<file path="src/rtl/adc_avg_fifo.sv">
// Detects each new ADC conversion by the rising edge of adc_data_ready and averages
// blocks of 2^LOG2_AVG samples into a small first-word-fall-through FIFO.
module adc_avg_fifo #(
    parameter int DATA_W   = 16,
    parameter int LOG2_AVG = 3,
    parameter int FIFO_AW  = 2
) (
    input  logic              fpga_clk,
    input  logic              reset_n,
    input  logic              enable,
    input  logic [DATA_W-1:0] adc_data,
    input  logic              adc_data_ready,
    output logic [DATA_W-1:0] avg_data,
    output logic              avg_valid,
    input  logic              avg_ready,
    output logic [FIFO_AW:0]  fifo_level,
    output logic              overflow,
    input  logic              clr_overflow
);
    localparam int N     = 1 << LOG2_AVG;
    localparam int CNT_W = (LOG2_AVG > 0) ? LOG2_AVG : 1;
    localparam int ACC_W = DATA_W + LOG2_AVG;
    localparam int PTR_W = FIFO_AW + 1;
    localparam int DEPTH = 1 << FIFO_AW;
    localparam logic [CNT_W-1:0] CNT_LAST = CNT_W'(N - 1);

    typedef enum logic {
        ACC,
        LAST
    } acc_state_t;

    // With a block length of one every sample completes a block.
    localparam acc_state_t STATE_INIT = (N == 1) ? LAST : ACC;

    logic              rdy_q;
    logic              new_smp;
    logic [DATA_W-1:0] smp_q, smp_d;
    logic              smp_stb_q, smp_stb_d;

    acc_state_t        state_q, state_d;
    logic [ACC_W-1:0]  acc_q, acc_d;
    logic [ACC_W-1:0]  sum;
    logic [CNT_W-1:0]  cnt_q, cnt_d;
    logic              push;
    logic [DATA_W-1:0] push_data;

    logic [DATA_W-1:0] mem_q [DEPTH];
    logic [DATA_W-1:0] mem_d [DEPTH];
    logic [PTR_W-1:0]  wr_ptr_q, wr_ptr_d;
    logic [PTR_W-1:0]  rd_ptr_q, rd_ptr_d;
    logic              full;
    logic              pop;
    logic              wr_en;

    logic [DATA_W-1:0] avg_data_q, avg_data_d;
    logic              avg_valid_q, avg_valid_d;
    logic [PTR_W-1:0]  fifo_level_q, fifo_level_d;
    logic              overflow_q, overflow_d;

    always_comb begin
        new_smp   = adc_data_ready & ~rdy_q & enable;
        smp_d     = new_smp ? adc_data : smp_q;
        smp_stb_d = new_smp;
    end

    // Block accumulator; a low enable drops the partial block and any pending strobe.
    always_comb begin
        sum       = acc_q + ACC_W'(smp_q);
        push_data = DATA_W'(sum >> LOG2_AVG);
        push      = 1'b0;
        acc_d     = acc_q;
        cnt_d     = cnt_q;
        if (!enable) begin
            acc_d = '0;
            cnt_d = '0;
        end else if (smp_stb_q) begin
            if (state_q == LAST) begin
                push  = 1'b1;
                acc_d = '0;
                cnt_d = '0;
            end else begin
                acc_d = sum;
                cnt_d = cnt_q + CNT_W'(1);
            end
        end
        state_d = (cnt_d == CNT_LAST) ? LAST : ACC;
    end

    // A push into a full FIFO only lands when the head is popped on the same edge.
    always_comb begin
        full  = (wr_ptr_q[FIFO_AW] != rd_ptr_q[FIFO_AW]) &&
                (wr_ptr_q[FIFO_AW-1:0] == rd_ptr_q[FIFO_AW-1:0]);
        pop   = avg_valid_q & avg_ready;
        wr_en = push & (~full | pop);

        mem_d = mem_q;
        if (wr_en) begin
            mem_d[wr_ptr_q[FIFO_AW-1:0]] = push_data;
        end
        wr_ptr_d = wr_ptr_q + PTR_W'(wr_en);
        rd_ptr_d = rd_ptr_q + PTR_W'(pop);

        avg_data_d   = mem_d[rd_ptr_d[FIFO_AW-1:0]];
        avg_valid_d  = (wr_ptr_d != rd_ptr_d);
        fifo_level_d = wr_ptr_d - rd_ptr_d;

        overflow_d = overflow_q;
        if (clr_overflow) begin
            overflow_d = 1'b0;
        end
        if (push & full & ~pop) begin
            overflow_d = 1'b1;
        end
    end

    always_ff @(posedge fpga_clk or negedge reset_n) begin
        if (!reset_n) begin
            rdy_q        <= 1'b0;
            smp_q        <= '0;
            smp_stb_q    <= 1'b0;
            state_q      <= STATE_INIT;
            acc_q        <= '0;
            cnt_q        <= '0;
            for (int i = 0; i < DEPTH; i++) begin
                mem_q[i] <= '0;
            end
            wr_ptr_q     <= '0;
            rd_ptr_q     <= '0;
            avg_data_q   <= '0;
            avg_valid_q  <= 1'b0;
            fifo_level_q <= '0;
            overflow_q   <= 1'b0;
        end else begin
            rdy_q        <= adc_data_ready;
            smp_q        <= smp_d;
            smp_stb_q    <= smp_stb_d;
            state_q      <= state_d;
            acc_q        <= acc_d;
            cnt_q        <= cnt_d;
            mem_q        <= mem_d;
            wr_ptr_q     <= wr_ptr_d;
            rd_ptr_q     <= rd_ptr_d;
            avg_data_q   <= avg_data_d;
            avg_valid_q  <= avg_valid_d;
            fifo_level_q <= fifo_level_d;
            overflow_q   <= overflow_d;
        end
    end

    assign avg_data   = avg_data_q;
    assign avg_valid  = avg_valid_q;
    assign fifo_level = fifo_level_q;
    assign overflow   = overflow_q;

endmodule

</file>
<file path="config.mk">
export PLATFORM = sky130hd
export DESIGN_NAME = adc_avg_fifo
export DESIGN_NICKNAME = d
export VERILOG_FILES = /design/src/rtl/adc_avg_fifo.sv
export SDC_FILE = /design/constraint.sdc
export NUM_CORES = 1
export LEC_CHECK = 0
export ABC_AREA = 1
export CORE_MARGIN = 3
export CORE_UTILIZATION = 49
export CTS_BUF_LIST = sky130_fd_sc_hd__clkbuf_16
export DETAILED_ROUTE_END_ITERATION = 6
export PLACE_DENSITY = 0.71
export SKIP_LAST_GASP = 1
export SLEW_MARGIN = 5
export SYNTH_ARGS = -nofsm -noshare
export SYNTH_HDL_FRONTEND = slang
export SYNTH_SLANG_ARGS = --single-unit
export TNS_END_PERCENT = 10
</file>
<file path="constraint.sdc">
create_clock -name fpga_clk -period 2.37 [get_ports fpga_clk]
set_clock_uncertainty 0.05 [all_clocks]
set_input_delay 0.3555 -clock fpga_clk [delete_from_list [all_inputs] [get_ports fpga_clk]]
set_output_delay 0.3555 -clock fpga_clk [all_outputs]
set_load 0.005 [all_outputs]
</file>
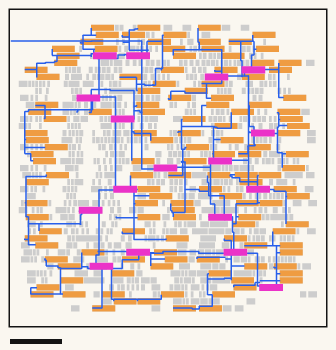
Figure 1: run 1, routed clock nets over the placement.
Bar = 20 um.
- orange: flip-flops (count 132)
- blue: clock wires (length 1610 um)
- magenta: clock drivers (count 17)
- routed clock nets: 18
Clock power frac: 31.8%
clk_lat worst skew: 420 ps

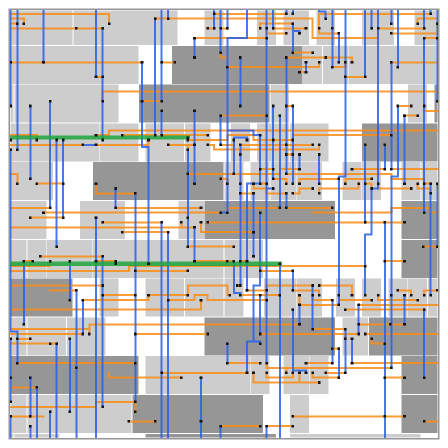
Figure 2: run 1, close-up of the layout.
Region (77, 16) to (107, 46) um. Cells in grey, sequential cells in the stronger grey; small squares are vias.
- green: metal 3
- orange: metal 1
- blue: metal 2
- netlist names of flops here include: mem_q (6)
- sequential cells in the window: 9
- cells with their middle in the window: 65
- most frequent: nand2_1 (20), dfrtp_1 (9)

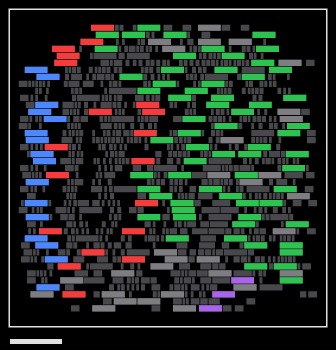
Figure 3: run 1, sequential cells coloured by netlist name.
Bar = 20 um. Other sequential cells in the stronger grey, the rest of the logic in the fainter grey.
- blue: smp_q (placed flops 16)
- purple: fifo_level (placed flops 3)
- red: acc_q (placed flops 19)
- green: mem_q (placed flops 64)
- not coloured: 30
Sequential Power: 2.60 mW
Seq/total area: 40.7%

==> run 1: cell type report <==
cell class | instances | area share (%)
clock buffer | 17 | 5.24
clock inverter | 14 | 1.02
inverter | 51 | 2.48
multi-input combinational | 588 | 37.7
sequential | 132 | 40.7
tap | 172 | 2.65
timing repair buffer | 83 | 10.2
==> run 1: through the flow <==
| step | power [mW] | setup TNS (ps) | instance area, um^2 |
|---|---|---|---|
| floorplan | 3.96 | 0 | 6650 |
| global placement | 4.83 | -155 | 7510 |
| detailed placement | 4.89 | -521 | 7510 |
| CTS | 7.18 | -36.5 | 8030 |
| global route | 7.59 | -10.6 | 8110 |
| finish | 7.15 | 0 | 8110 |
==> run 1: routing by layer <==
layer / routed length (um) / up-vias
li1: - / 2785
met1: 7190 / 2712
met2: 7670 / 191
met3: 1080 / 25
met4: 250 / 0
met5: 0 / -
==> run 1: Yosys cell counts (all sizes together) <==
cell type | n | area, um^2
a21oi | 16 | 80.1
a32o | 6 | 60.1
and2 | 2 | 12.5
and3 | 1 | 6.26
buf | 14 | 104
clkbuf | 13 | 48.8
clkinv | 1 | 3.75
dfrtp | 132 | 3300
fa | 2 | 40.0
ha | 23 | 288
inv | 50 | 198
nand2 | 294 | 1120
nand3 | 161 | 861
nand3b | 3 | 22.5
nor2 | 20 | 75.1
nor3 | 9 | 87.6
o211ai | 7 | 67.6
o21ai | 28 | 140
or2 | 4 | 25.0
xnor2 | 5 | 43.8
xor2 | 7 | 61.3
==> run 1: registers in the layout, summed over array words and instances, names as in the netlist, 3 cells and up <==
name        flops
avg_data       16
mem_q          64
wr_ptr_q        3
rd_ptr_q        3
acc_q          19
cnt_q           3
smp_q          16
fifo_level      3
==> flow_metrics.tcl, run 1 <==
# yosys + openroad results
set metrics [dict create \
    ys_types 33 \
    rr_worst_depth 12 \
    yosys.area_share.simple_pct 33.3 \
    slowest_delay_ps 400 \
    cts_max_level 4 \
    crit_path_cell_trace "ha_2, fa_2, nand3_1, nand3_1, nand2_1, nand2_1, nand2_1, nand3b_1, nand3_1, nand3_1, nand3_1, nand2_1" \
    reg2reg_to "avg_data[9]$_DFF_PN0_" \
    endpoint "avg_data[9]$_DFF_PN0_" \
    timing.hold.ws_ps 352 \
    fp-utilization_pct 51.4 \
    p_per_area_nw_per_um2 882 \
    dr.first_iter.drc_count 493 \
    critPathLaunchType "register" \
    status "completed" \
    path_common_cell "nand3_1" \
    path_clk_slew_ps 50 \
    crit_required_ps 2630 \
    fin_ws_ps 45.0 \
    ys_warn_count 0 \
    xor_area_share_pct 1.58 \
    min_path_type "in -> reg" \
    r2r-start "smp_q[0]$_DFFE_PN0P_" \
    dp.cells 1023 \
    cp_num_buf_inv 0 \
    hpwl_um 11200 \
    ioPinCount 43 \
    wire_per_inst_um 15.3 \
    netlist_area_um2 6650 \
    power.internal_mw 4.83 \
    antenna_cells 0 \
    postSynthSeqShare_pct 49.7 \
    power_leader "registers" \
    grt_overflow_total 0 \
    viasPerCell 5.40 \
    min_period_over_period_pct 98.1 \
    gr-usage-met2_pct 38.0 \
    p_clk_mw 2.28 \
    synthMuxAreaShare_pct 0 \
    slew_headroom_pct 62.7 \
    antenna_found_initial 0 \
    grt_max_degree 49 \
    die_h_um 122 \
    yosys-stat-area_um2 6650 \
]
==> inputs of run 2 (changes only) <==
- MAX_ROUTING_LAYER: unset -> met4
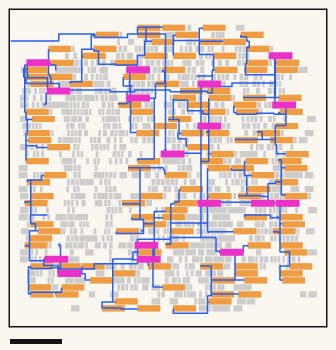
Figure 4: run 2, routed clock nets over the placement.
Bar = 20 um.
P_clk: 2.39 mW
Clock power frac: 32.6%

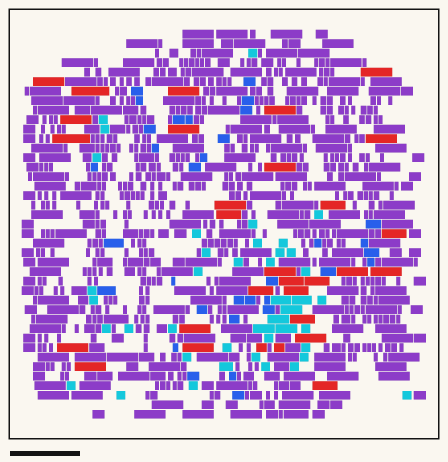
Figure 5: run 2, sizing map.
Bar = 20 um.
- cyan: _3 and _4 cells (cells 42)
- blue: _2 cells (cells 33)
- red: _6 and larger (cells 30)
- purple: _0 and _1 cells (cells 782)
Non-clk bufs: 86
final instance area: 8180 um^2
Syn-to-layout area delta: 23.0%

==> run 2 against run 1 <==
Effect of this change: synthesized cell count did not move; critical path depth rose by 1; via count fell by 0.40%; first-iteration DRC count rose by 7.9%; sequential share of layout area fell by 0.32 points; clock-buffer cell count did not move; utilization rose by 0.49 points; die area did not move; cell area rose by 0.79%; critical endpoint unchanged; register-to-register slack improved by 20 ps; sequential cell count did not move.
==> flow_metrics.tcl, run 2 <==
# yosys + openroad results
set metrics [dict create \
    status "completed" \
    die_h_um 122 \
    edf_count 0 \
    dr.first_iter.drc_count 532 \
    slowest_delay_ps 390 \
    post_dp_cell_area_um2 7550 \
    most_common_cell "nand2_1" \
    fin_ws_ps 63.6 \
    timing.hold.ws_ps 360 \
    grt_max_degree 51 \
    async_flop_share_pct 100 \
    hpwl_um 11200 \
    grt_overflow_total 0 \
    netlist_area_um2 6650 \
    cts_max_level 4 \
    antenna_cells 0 \
    regMostFlops "mem_q" \
    ys_types 33 \
    critPathLaunchType "register" \
    fp-utilization_pct 51.4 \
    netlist_top_cells_count "nand2_1 (289), nand3_1 (156), dfrtp_1 (132), inv_1 (48), o21ai_0 (25)" \
    largest_reg_flops 64 \
    total_power_mw 7.35 \
    crit_required_ps 2630 \
    top_cells_by_area "dfrtp_1 (50%), nand2_1 (16%), nand3_1 (12%), ha_1 (4.3%), inv_1 (2.7%)" \
    slew_headroom_pct 64.6 \
    min_period_over_period_pct 97.3 \
    clk_latency_ps 420 \
    postSynthSeqShare_pct 49.7 \
    antenna_found_initial 0 \
    yosysTopAreaCell "dfrtp_1" \
    dp.cells 1026 \
    synth-main-ff-cell "dfrtp_1" \
    final.setup.tns_ps 0 \
    viasPerCell 5.37 \
]
run 2: cell counts after synthesis:
No cell type changed its count.
run 2: path summary, 6_finish.rpt:
| check | from | to | slack (ps) | cells past startpoint |
|---|---|---|---|---|
| worst max-delay path | smp_q[0]$_DFFE_PN0P_ | avg_data[9]$_DFF_PN0_ | 60 | 13 |
| worst min-delay path | adc_data_ready | rdy_q$_DFF_PN0_ | 360 | 1 |
| worst max register to register | smp_q[0]$_DFFE_PN0P_ | avg_data[9]$_DFF_PN0_ | 60 | 13 |
| worst min register to register | mem_q[15]$_DFF_PN0_ | mem_q[15]$_DFF_PN0_ | 430 | 2 |
| max in group asynchronous | reset_n | acc_q[12]$_DFFE_PN0P_ | 1190 | 3 |
| min in group asynchronous | reset_n | avg_data[0]$_DFF_PN0_ | 410 | 2 |
run 2: kinds of logic (layout without fill, tap and decap cells):
kind of cell | Yosys count | in the layout | synth area share [%]
AND-OR/OR-AND | 57 | 57 | 5.23
XOR/XNOR | 12 | 12 | 1.58
adder cells (fa/ha/maj) | 25 | 25 | 4.93
buffers and inverters | 78 | 167 | 5.33
flip-flops | 132 | 132 | 49.7
AND/OR/NAND/NOR | 494 | 494 | 33.3
run 2: power breakdown:
group          internal (mW)  switching [mW]  total (mW)
logic                  0.996            1.36        2.36
registers               2.49           0.104        2.60
clock network           1.49           0.901        2.39
run 2: routing by layer:
layer	up-vias	GRT usage, %	wire, um
met5	-	-	0
met3	23	5.25	920
met4	0	7.21	220
met2	165	38.3	7720
li1	2788	-	-
met1	2714	31.8	7330
run 2: area by class of cell:
type | count | area, um^2
fillers | 1124 | 4750
flip-flops and latches | 132 | 3300
repair buffers | 86 | 863
multi-input cells | 588 | 3060
inverters | 51 | 201
clock buffers | 17 | 425
clock inverters | 13 | 104
well taps | 172 | 215
No activity file was given, so power comes from the tool's default toggle rates.
